## src/rtl/proc_pkg.sv

```systemverilog
// rtl/proc_pkg.sv - shared encodings for the proc_control sequencer
package proc_pkg;

    localparam int INSTR_W = 16;

    // Instruction field bit positions: [15:12] opcode, [11:10] rd, [9:8] rs, [7:0] imm8
    localparam int OPC_MSB = 15;
    localparam int OPC_LSB = 12;
    localparam int RD_MSB  = 11;
    localparam int RD_LSB  = 10;
    localparam int RS_MSB  = 9;
    localparam int RS_LSB  = 8;
    localparam int IMM_MSB = 7;
    localparam int IMM_LSB = 0;

    localparam logic [3:0] OP_NOP  = 4'h0;
    localparam logic [3:0] OP_LDI  = 4'h1;
    localparam logic [3:0] OP_MOV  = 4'h2;
    localparam logic [3:0] OP_ADD  = 4'h3;
    localparam logic [3:0] OP_SUB  = 4'h4;
    localparam logic [3:0] OP_AND  = 4'h5;
    localparam logic [3:0] OP_OR   = 4'h6;
    localparam logic [3:0] OP_XOR  = 4'h7;
    localparam logic [3:0] OP_JMP  = 4'h8;
    localparam logic [3:0] OP_JZ   = 4'h9;
    localparam logic [3:0] OP_HALT = 4'hF;

    typedef enum logic [1:0] {
        ST_FETCH  = 2'd0,
        ST_DECODE = 2'd1,
        ST_EXEC   = 2'd2,
        ST_HALT   = 2'd3
    } state_e;

    localparam logic [2:0] ALU_ADD = 3'd0;
    localparam logic [2:0] ALU_SUB = 3'd1;
    localparam logic [2:0] ALU_AND = 3'd2;
    localparam logic [2:0] ALU_OR  = 3'd3;
    localparam logic [2:0] ALU_XOR = 3'd4;

    localparam logic [1:0] WB_ALU = 2'd0;
    localparam logic [1:0] WB_IMM = 2'd1;
    localparam logic [1:0] WB_RSB = 2'd2;

    function automatic logic [INSTR_W-1:0] sext8(input logic [7:0] v);
        return {{(INSTR_W-8){v[7]}}, v};
    endfunction

endpackage

```

## src/rtl/proc_decode.sv

```systemverilog
// rtl/proc_decode.sv - combinational instruction decoder
// Ports: ir in; register selects, write-back source, ALU opcode, immediates,
// instruction class flags and legal flag out.
module proc_decode
    import proc_pkg::*;
(
    input  logic [INSTR_W-1:0] ir,
    output logic [1:0]         a_sel,
    output logic [1:0]         b_sel,
    output logic [1:0]         wr_sel,
    output logic [1:0]         wb_src,
    output logic [2:0]         alu_op,
    output logic [INSTR_W-1:0] imm,
    output logic [7:0]         imm8,
    output logic               writes,
    output logic               is_alu,
    output logic               is_jmp,
    output logic               is_jz,
    output logic               is_halt,
    output logic               legal
);

    logic [3:0] opcode;

    assign opcode = ir[OPC_MSB:OPC_LSB];
    assign a_sel  = ir[RD_MSB:RD_LSB];
    assign b_sel  = ir[RS_MSB:RS_LSB];
    assign wr_sel = ir[RD_MSB:RD_LSB];
    assign imm8   = ir[IMM_MSB:IMM_LSB];
    assign imm    = sext8(ir[IMM_MSB:IMM_LSB]);

    always_comb begin
        wb_src  = WB_ALU;
        alu_op  = ALU_ADD;
        writes  = 1'b0;
        is_alu  = 1'b0;
        is_jmp  = 1'b0;
        is_jz   = 1'b0;
        is_halt = 1'b0;
        legal   = 1'b1;
        case (opcode)
            OP_NOP:  ;
            OP_LDI:  begin writes = 1'b1; wb_src = WB_IMM; end
            OP_MOV:  begin writes = 1'b1; wb_src = WB_RSB; end
            OP_ADD:  begin writes = 1'b1; is_alu = 1'b1; alu_op = ALU_ADD; end
            OP_SUB:  begin writes = 1'b1; is_alu = 1'b1; alu_op = ALU_SUB; end
            OP_AND:  begin writes = 1'b1; is_alu = 1'b1; alu_op = ALU_AND; end
            OP_OR:   begin writes = 1'b1; is_alu = 1'b1; alu_op = ALU_OR;  end
            OP_XOR:  begin writes = 1'b1; is_alu = 1'b1; alu_op = ALU_XOR; end
            OP_JMP:  is_jmp  = 1'b1;
            OP_JZ:   is_jz   = 1'b1;
            OP_HALT: is_halt = 1'b1;
            default: legal   = 1'b0;
        endcase
    end

endmodule

```

## src/rtl/proc_control.sv

```systemverilog
// rtl/proc_control.sv - multi-cycle fetch/decode/exec sequencer for the 16-bit datapath
// Ports: clk, rst (sync, active-high); imem_addr/imem_req/imem_valid/imem_data fetch
// handshake; alu_zero in; a_sel, b_sel, wr_sel, wr_en, wb_src, alu_op, imm, halted out.
// Optional macro PROC_CTRL_ILLEGAL_TRAP_EN adds the illegal output and traps A-E opcodes.
module proc_control
    import proc_pkg::*;
#(
    parameter int              PC_W     = 8,
    parameter logic [PC_W-1:0] RESET_PC = '0
) (
    input  logic               clk,
    input  logic               rst,
    output logic [PC_W-1:0]    imem_addr,
    output logic               imem_req,
    input  logic               imem_valid,
    input  logic [INSTR_W-1:0] imem_data,
    input  logic               alu_zero,
    output logic [1:0]         a_sel,
    output logic [1:0]         b_sel,
    output logic [1:0]         wr_sel,
    output logic               wr_en,
    output logic [1:0]         wb_src,
    output logic [2:0]         alu_op,
    output logic [INSTR_W-1:0] imm,
    output logic               halted
`ifdef PROC_CTRL_ILLEGAL_TRAP_EN
    ,
    output logic               illegal
`endif
);

`ifdef PROC_CTRL_ILLEGAL_TRAP_EN
    localparam bit TRAP_EN = 1'b1;
    logic illegal_q, illegal_d;
`else
    localparam bit TRAP_EN = 1'b0;
`endif

    state_e             state_q, state_d;
    logic [PC_W-1:0]    pc_q, pc_d;
    logic [INSTR_W-1:0] ir_q, ir_d;
    logic               zf_q, zf_d;
    logic [1:0]         a_sel_q, a_sel_d, b_sel_q, b_sel_d, wr_sel_q, wr_sel_d;
    logic [1:0]         wb_src_q, wb_src_d;
    logic [2:0]         alu_op_q, alu_op_d;
    logic [INSTR_W-1:0] imm_q, imm_d;
    logic               wr_en_q, wr_en_d;
    logic               imem_req_q, imem_req_d;
    logic               halted_q, halted_d;

    logic [1:0]         dec_a_sel, dec_b_sel, dec_wr_sel, dec_wb_src;
    logic [2:0]         dec_alu_op;
    logic [INSTR_W-1:0] dec_imm;
    logic [7:0]         dec_imm8;
    logic               dec_writes, dec_is_alu, dec_is_jmp, dec_is_jz, dec_is_halt, dec_legal;
    logic               fetch_acc;

    // The decoder looks at ir_d so the selects can be registered on the
    // accept edge and are already valid during DECODE; in DECODE/EXEC
    // ir_d equals ir_q, so the same decode drives the EXEC decisions.
    assign fetch_acc = (state_q == ST_FETCH) && imem_req_q && imem_valid;
    assign ir_d      = fetch_acc ? imem_data : ir_q;

    proc_decode u_decode (
        .ir      (ir_d),
        .a_sel   (dec_a_sel),
        .b_sel   (dec_b_sel),
        .wr_sel  (dec_wr_sel),
        .wb_src  (dec_wb_src),
        .alu_op  (dec_alu_op),
        .imm     (dec_imm),
        .imm8    (dec_imm8),
        .writes  (dec_writes),
        .is_alu  (dec_is_alu),
        .is_jmp  (dec_is_jmp),
        .is_jz   (dec_is_jz),
        .is_halt (dec_is_halt),
        .legal   (dec_legal)
    );

    always_comb begin
        state_d    = state_q;
        pc_d       = pc_q;
        zf_d       = zf_q;
        a_sel_d    = a_sel_q;
        b_sel_d    = b_sel_q;
        wr_sel_d   = wr_sel_q;
        wb_src_d   = wb_src_q;
        alu_op_d   = alu_op_q;
        imm_d      = imm_q;
        wr_en_d    = 1'b0;
        imem_req_d = imem_req_q;
        halted_d   = halted_q;
`ifdef PROC_CTRL_ILLEGAL_TRAP_EN
        illegal_d  = illegal_q;
`endif
        unique case (state_q)
            ST_FETCH: begin
                if (fetch_acc) begin
                    pc_d       = pc_q + PC_W'(1);
                    state_d    = ST_DECODE;
                    imem_req_d = 1'b0;
                    a_sel_d    = dec_a_sel;
                    b_sel_d    = dec_b_sel;
                    wr_sel_d   = dec_wr_sel;
                    wb_src_d   = dec_wb_src;
                    alu_op_d   = dec_alu_op;
                    imm_d      = dec_imm;
                end else begin
                    // Covers the first FETCH cycle after reset, where req is still low.
                    imem_req_d = 1'b1;
                end
            end
            ST_DECODE: begin
                state_d = ST_EXEC;
                wr_en_d = dec_writes;
            end
            ST_EXEC: begin
                if (dec_is_alu) begin
                    zf_d = alu_zero;
                end
                // JZ reads zf_q: the flag as it stood before this instruction.
                if (dec_is_jmp || (dec_is_jz && zf_q)) begin
                    pc_d = PC_W'(dec_imm8);
                end
                if (dec_is_halt || (TRAP_EN && !dec_legal)) begin
                    state_d  = ST_HALT;
                    halted_d = 1'b1;
`ifdef PROC_CTRL_ILLEGAL_TRAP_EN
                    illegal_d = illegal_q | !dec_legal;
`endif
                end else begin
                    state_d    = ST_FETCH;
                    imem_req_d = 1'b1;
                end
            end
            ST_HALT: begin
                imem_req_d = 1'b0;
                halted_d   = 1'b1;
            end
            default: state_d = ST_FETCH;
        endcase
    end

    always_ff @(posedge clk) begin
        if (rst) begin
            state_q    <= ST_FETCH;
            pc_q       <= RESET_PC;
            ir_q       <= '0;
            zf_q       <= 1'b0;
            a_sel_q    <= '0;
            b_sel_q    <= '0;
            wr_sel_q   <= '0;
            wb_src_q   <= '0;
            alu_op_q   <= '0;
            imm_q      <= '0;
            wr_en_q    <= 1'b0;
            imem_req_q <= 1'b0;
            halted_q   <= 1'b0;
`ifdef PROC_CTRL_ILLEGAL_TRAP_EN
            illegal_q  <= 1'b0;
`endif
        end else begin
            state_q    <= state_d;
            pc_q       <= pc_d;
            ir_q       <= ir_d;
            zf_q       <= zf_d;
            a_sel_q    <= a_sel_d;
            b_sel_q    <= b_sel_d;
            wr_sel_q   <= wr_sel_d;
            wb_src_q   <= wb_src_d;
            alu_op_q   <= alu_op_d;
            imm_q      <= imm_d;
            wr_en_q    <= wr_en_d;
            imem_req_q <= imem_req_d;
            halted_q   <= halted_d;
`ifdef PROC_CTRL_ILLEGAL_TRAP_EN
            illegal_q  <= illegal_d;
`endif
        end
    end

    assign imem_addr = pc_q;
    assign imem_req  = imem_req_q;
    assign a_sel     = a_sel_q;
    assign b_sel     = b_sel_q;
    assign wr_sel    = wr_sel_q;
    assign wr_en     = wr_en_q;
    assign wb_src    = wb_src_q;
    assign alu_op    = alu_op_q;
    assign imm       = imm_q;
    assign halted    = halted_q;
`ifdef PROC_CTRL_ILLEGAL_TRAP_EN
    assign illegal   = illegal_q;
`endif

endmodule

```

## config.mk

```make
export PLATFORM = sky130hd
export DESIGN_NAME = proc_control
export DESIGN_NICKNAME = d
export VERILOG_FILES = /design/src/rtl/proc_pkg.sv /design/src/rtl/proc_decode.sv /design/src/rtl/proc_control.sv
export SDC_FILE = /design/constraint.sdc
export NUM_CORES = 1
export LEC_CHECK = 0
export ABC_AREA = 1
export ABC_CLOCK_PERIOD_IN_PS = 4500
export CORE_AREA = 3 3 73 75
export DETAILED_ROUTE_END_ITERATION = 16
export DIE_AREA = 0 0 76 78
export PLACE_DENSITY = 0.85
export SLEW_MARGIN = 20
export SYNTH_ARGS = -nofsm -noshare
export SYNTH_HDL_FRONTEND = slang
export SYNTH_SLANG_ARGS = --single-unit
```

## constraint.sdc

```tcl
create_clock -name clk -period 4.5 [get_ports clk]
set_input_delay 0.9 -clock clk [delete_from_list [all_inputs] [get_ports clk]]
set_output_delay 0.9 -clock clk [all_outputs]
set_load 0.005 [all_outputs]
```

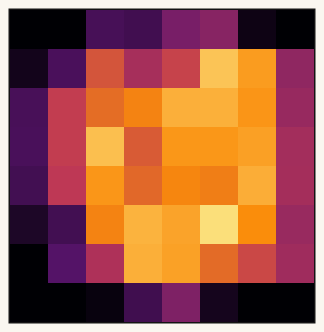
Figure 1: run 1, cell density map.
Scale: 4 px per um. 8 x 8 tiles, from black (low) to pale yellow (high), 0 to 100% covered.
mean over tiles = 45%
tiles over 75% full = 27%
densest ninth of the die = centre
emptiest ninth of the die = south-west
total core area: 0.004723 mm^2
utilization after layout: 58.46%
fp_density: 44.90%

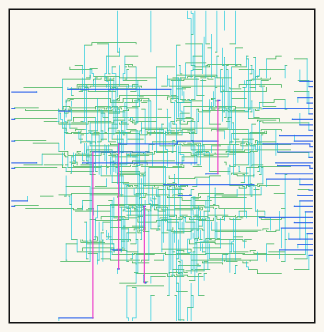
Figure 2: run 1, metal layers overlaid.
Scale: 4 px per um.
cyan -> M2  # wire length 2140 um
green -> M1  # wire length 2180 um
magenta -> M4  # wire length 110 um
blue -> M3  # wire length 325 um
routed wirelength normalized by instance count: 11.84 um
total via count in the routed design: 1950

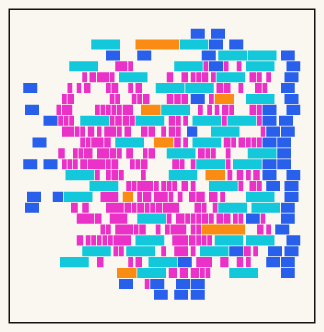
Figure 3: run 1, placed cells, one colour a class.
Scale: 4 px per um.
magenta -> remaining logic cells  # cells 225
blue -> remaining buffers and delay cells  # cells 59
cyan -> sequential cells  # cells 43
orange -> clock drivers and dummy loads  # cells 8
area of all placed cells without fillers: 0.002761 mm^2
Placement Rows: 25
fraction of area in registers: 31.17%

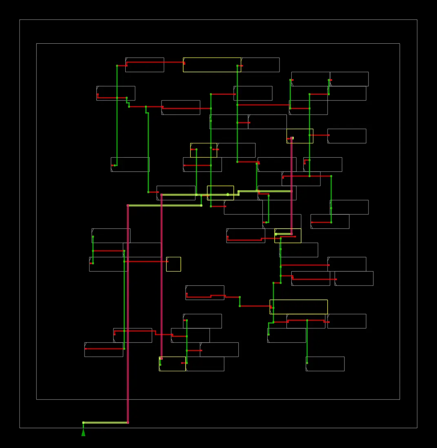
Figure 4: run 1, the clock network.
flop count: 43
layout clock buffer count: 5
Skew-Pair Late Insertion Delay: 0.30 ns

==> out/summary.log, run 1 <==
[synth] Post-Synthesis Cell Area 0.002121 mm^2
[routing] met2 wire length 2141 um
[clock_tree] total number of clock tree sinks 43
[outcome] status complete, no violations
[global_routing] total track usage 17.07%
[clock_tree] Num CTS Buffers 5
[final_layout] number of nets in the layout 361
[setup_path] CP Data Required Time 4.70 ns
[power_and_ir_drop] Sequential Power Share 36.9%
[final_timing] setup TNS 0 ns
[final_timing] final setup slack of the worst path 1.481 ns
[job] number of violations of the max-capacitance limit 0
[setup_path] type of origin of the critical path input port
[synth] simple-gate share of the synthesized area 30.80%
[global_routing] maximum number of pins on one net before global-route repair 33
[routing] routed length on met1 2182 um
[placed_design] # port buffers 57
[final_layout] dominant logic cell types in the final layout 80 x nand2_1, 57 x clkdlybuf4s50_1, 43 x dfxtp_1
[synth] Synth Register Bits 43
[clock_tree] CTS tree built
[job] Tool Warnings 31
[min_path] hold endpoint alu_op[2]$_SDFFE_PP0P_
[final_layout] fill count 418
[global_routing] via count of the first global-routing pass 1824
[min_path] hold crit path type reg -> reg
[routing] number of detailed-routing iterations run before antenna repair 4
[final_timing] highest achievable clock rate 331.2 MHz
[final_layout] mi-comb count 201
[placed_design] detailed-placement wirelength estimate 3455 um
[power_and_ir_drop] logic gate share of total power 37.8%
[final_timing] Final Skew 0.008327 ns
[final_layout] FF/Latch Area 860.8 um^2
[final_layout] ant diodes 0
[synth] AO/OA Area Share 10.74%
[setup_path] timing startpoint of the critical path imem_valid
[final_layout] number of inverters outside the clock class in the layout 24
[clock_tree] cell at the root of the clock tree clkbuf_8
[synth] average cell area after synthesis 7.263 um^2
[clock_tree] H-tree Lvls 2
[setup_path] arrival time worst endpoint 3.22 ns
[routing] detailed router's first-iteration violation count 110
[global_routing] antenna violations before repair 0
[floorplanning] die y size 78 um
[synth] count of library flops with an enable pin 0
[setup_path] CP Buf/Inv Count 2
Figure 5. Pin map (run 1).
Scale: 4 px per um. Pins as bars across the die edge, other pins in grey.
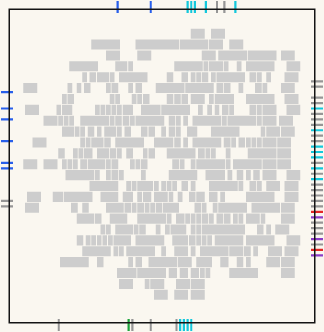

==> run 1 -> run 2 <==
--- a/config.mk
+++ b/config.mk
@@ -6,7 +6,7 @@
 export NUM_CORES = 1
 export LEC_CHECK = 0
 export ABC_AREA = 1
-export ABC_CLOCK_PERIOD_IN_PS = 4500
+export ABC_CLOCK_PERIOD_IN_PS = 3050
 export CORE_AREA = 3 3 73 75
 export DETAILED_ROUTE_END_ITERATION = 16
 export DIE_AREA = 0 0 76 78
==> constraint.sdc (replaced) <==
create_clock -name clk -period 3.05 [get_ports clk]
set_input_delay 0.61 -clock clk [delete_from_list [all_inputs] [get_ports clk]]
set_output_delay 0.61 -clock clk [all_outputs]
set_load 0.005 [all_outputs]
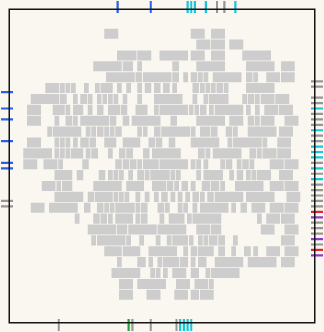
Figure 6: run 2, pin map.
Scale: 4 px per um. Pins as bars across the die edge, other pins in grey.
cyan -> imem_data  # pins 16, direction input, edge 7 east, 5 north, 4 south
green -> wr_en  # pins 1, direction output, edge south
purple -> alu_op  # pins 3, direction output, edge east
red -> wb_src  # pins 2, direction output, edge east
blue -> imem_addr  # pins 8, direction output, edge 6 west, 2 north

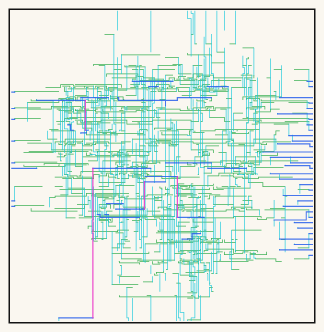
Figure 7: run 2, metal layers overlaid.
Scale: 4 px per um.
blue -> M3  # wire length 337 um
cyan -> M2  # wire length 2160 um
green -> M1  # wire length 2230 um
magenta -> M4  # wire length 61.9 um

==> out/summary.log, run 2 <==
[final_layout] area of all placed cells without fillers 0.002714 mm^2 [-1.7%]
[routing] routed length on met1 2226 um [+2.0%]
[floorplanning] fp_density 44.90% [unchanged]
[final_timing] setup TNS 0 ns [unchanged]
[outcome] status complete, no violations
[final_layout] utilization after layout 57.46% [-1.0 points]
[min_path] hold endpoint imm[4]$_SDFFE_PP0P_
[clock_tree] cell at the root of the clock tree clkbuf_8
[job] number of violations of the max-capacitance limit 0 [unchanged]
[placed_design] # port buffers 57 [unchanged]
[setup_path] arrival time worst endpoint 2.67 ns [-0.55 ns]
[min_path] hold crit path type reg -> reg
[final_layout] fraction of area in registers 31.72% [+0.55 points]
[routing] met2 wire length 2160 um [+0.89%]
[synth] count of library flops with an enable pin 0 [unchanged]
[floorplanning] Placement Rows 25 [unchanged]
[clock_tree] CTS tree built
[routing] routed wirelength normalized by instance count 11.90 um [+0.57%]
[routing] detailed router's first-iteration violation count 126 [+15%]
[floorplanning] die y size 78 um [unchanged]
[setup_path] CP Buf/Inv Count 2 [unchanged]
[synth] simple-gate share of the synthesized area 30.80% [unchanged]
[final_layout] mi-comb count 201 [unchanged]
[final_layout] layout clock buffer count 5 [unchanged]
[placed_design] detailed-placement wirelength estimate 3538 um [+2.4%]
[synth] AO/OA Area Share 10.74% [unchanged]
[clock_tree] H-tree Lvls 2 [unchanged]
[final_layout] flop count 43 [unchanged]
[clock_tree] total number of clock tree sinks 43 [unchanged]
[routing] total via count in the routed design 1964 [+0.72%]
[setup_path] timing startpoint of the critical path state_q[1]$_SDFFE_PP0P_
[final_timing] Final Skew 0.01100 ns [+0.002673 ns]
[final_layout] number of inverters outside the clock class in the layout 24 [unchanged]
[final_layout] number of nets in the layout 361 [unchanged]
[setup_path] type of origin of the critical path flip-flop
[job] Tool Warnings 31 [unchanged]
[final_layout] fill count 433 [+3.6%]
[power_and_ir_drop] Sequential Power Share 39.9% [+3.0 points]
Power and IR drop assume default switching activity.
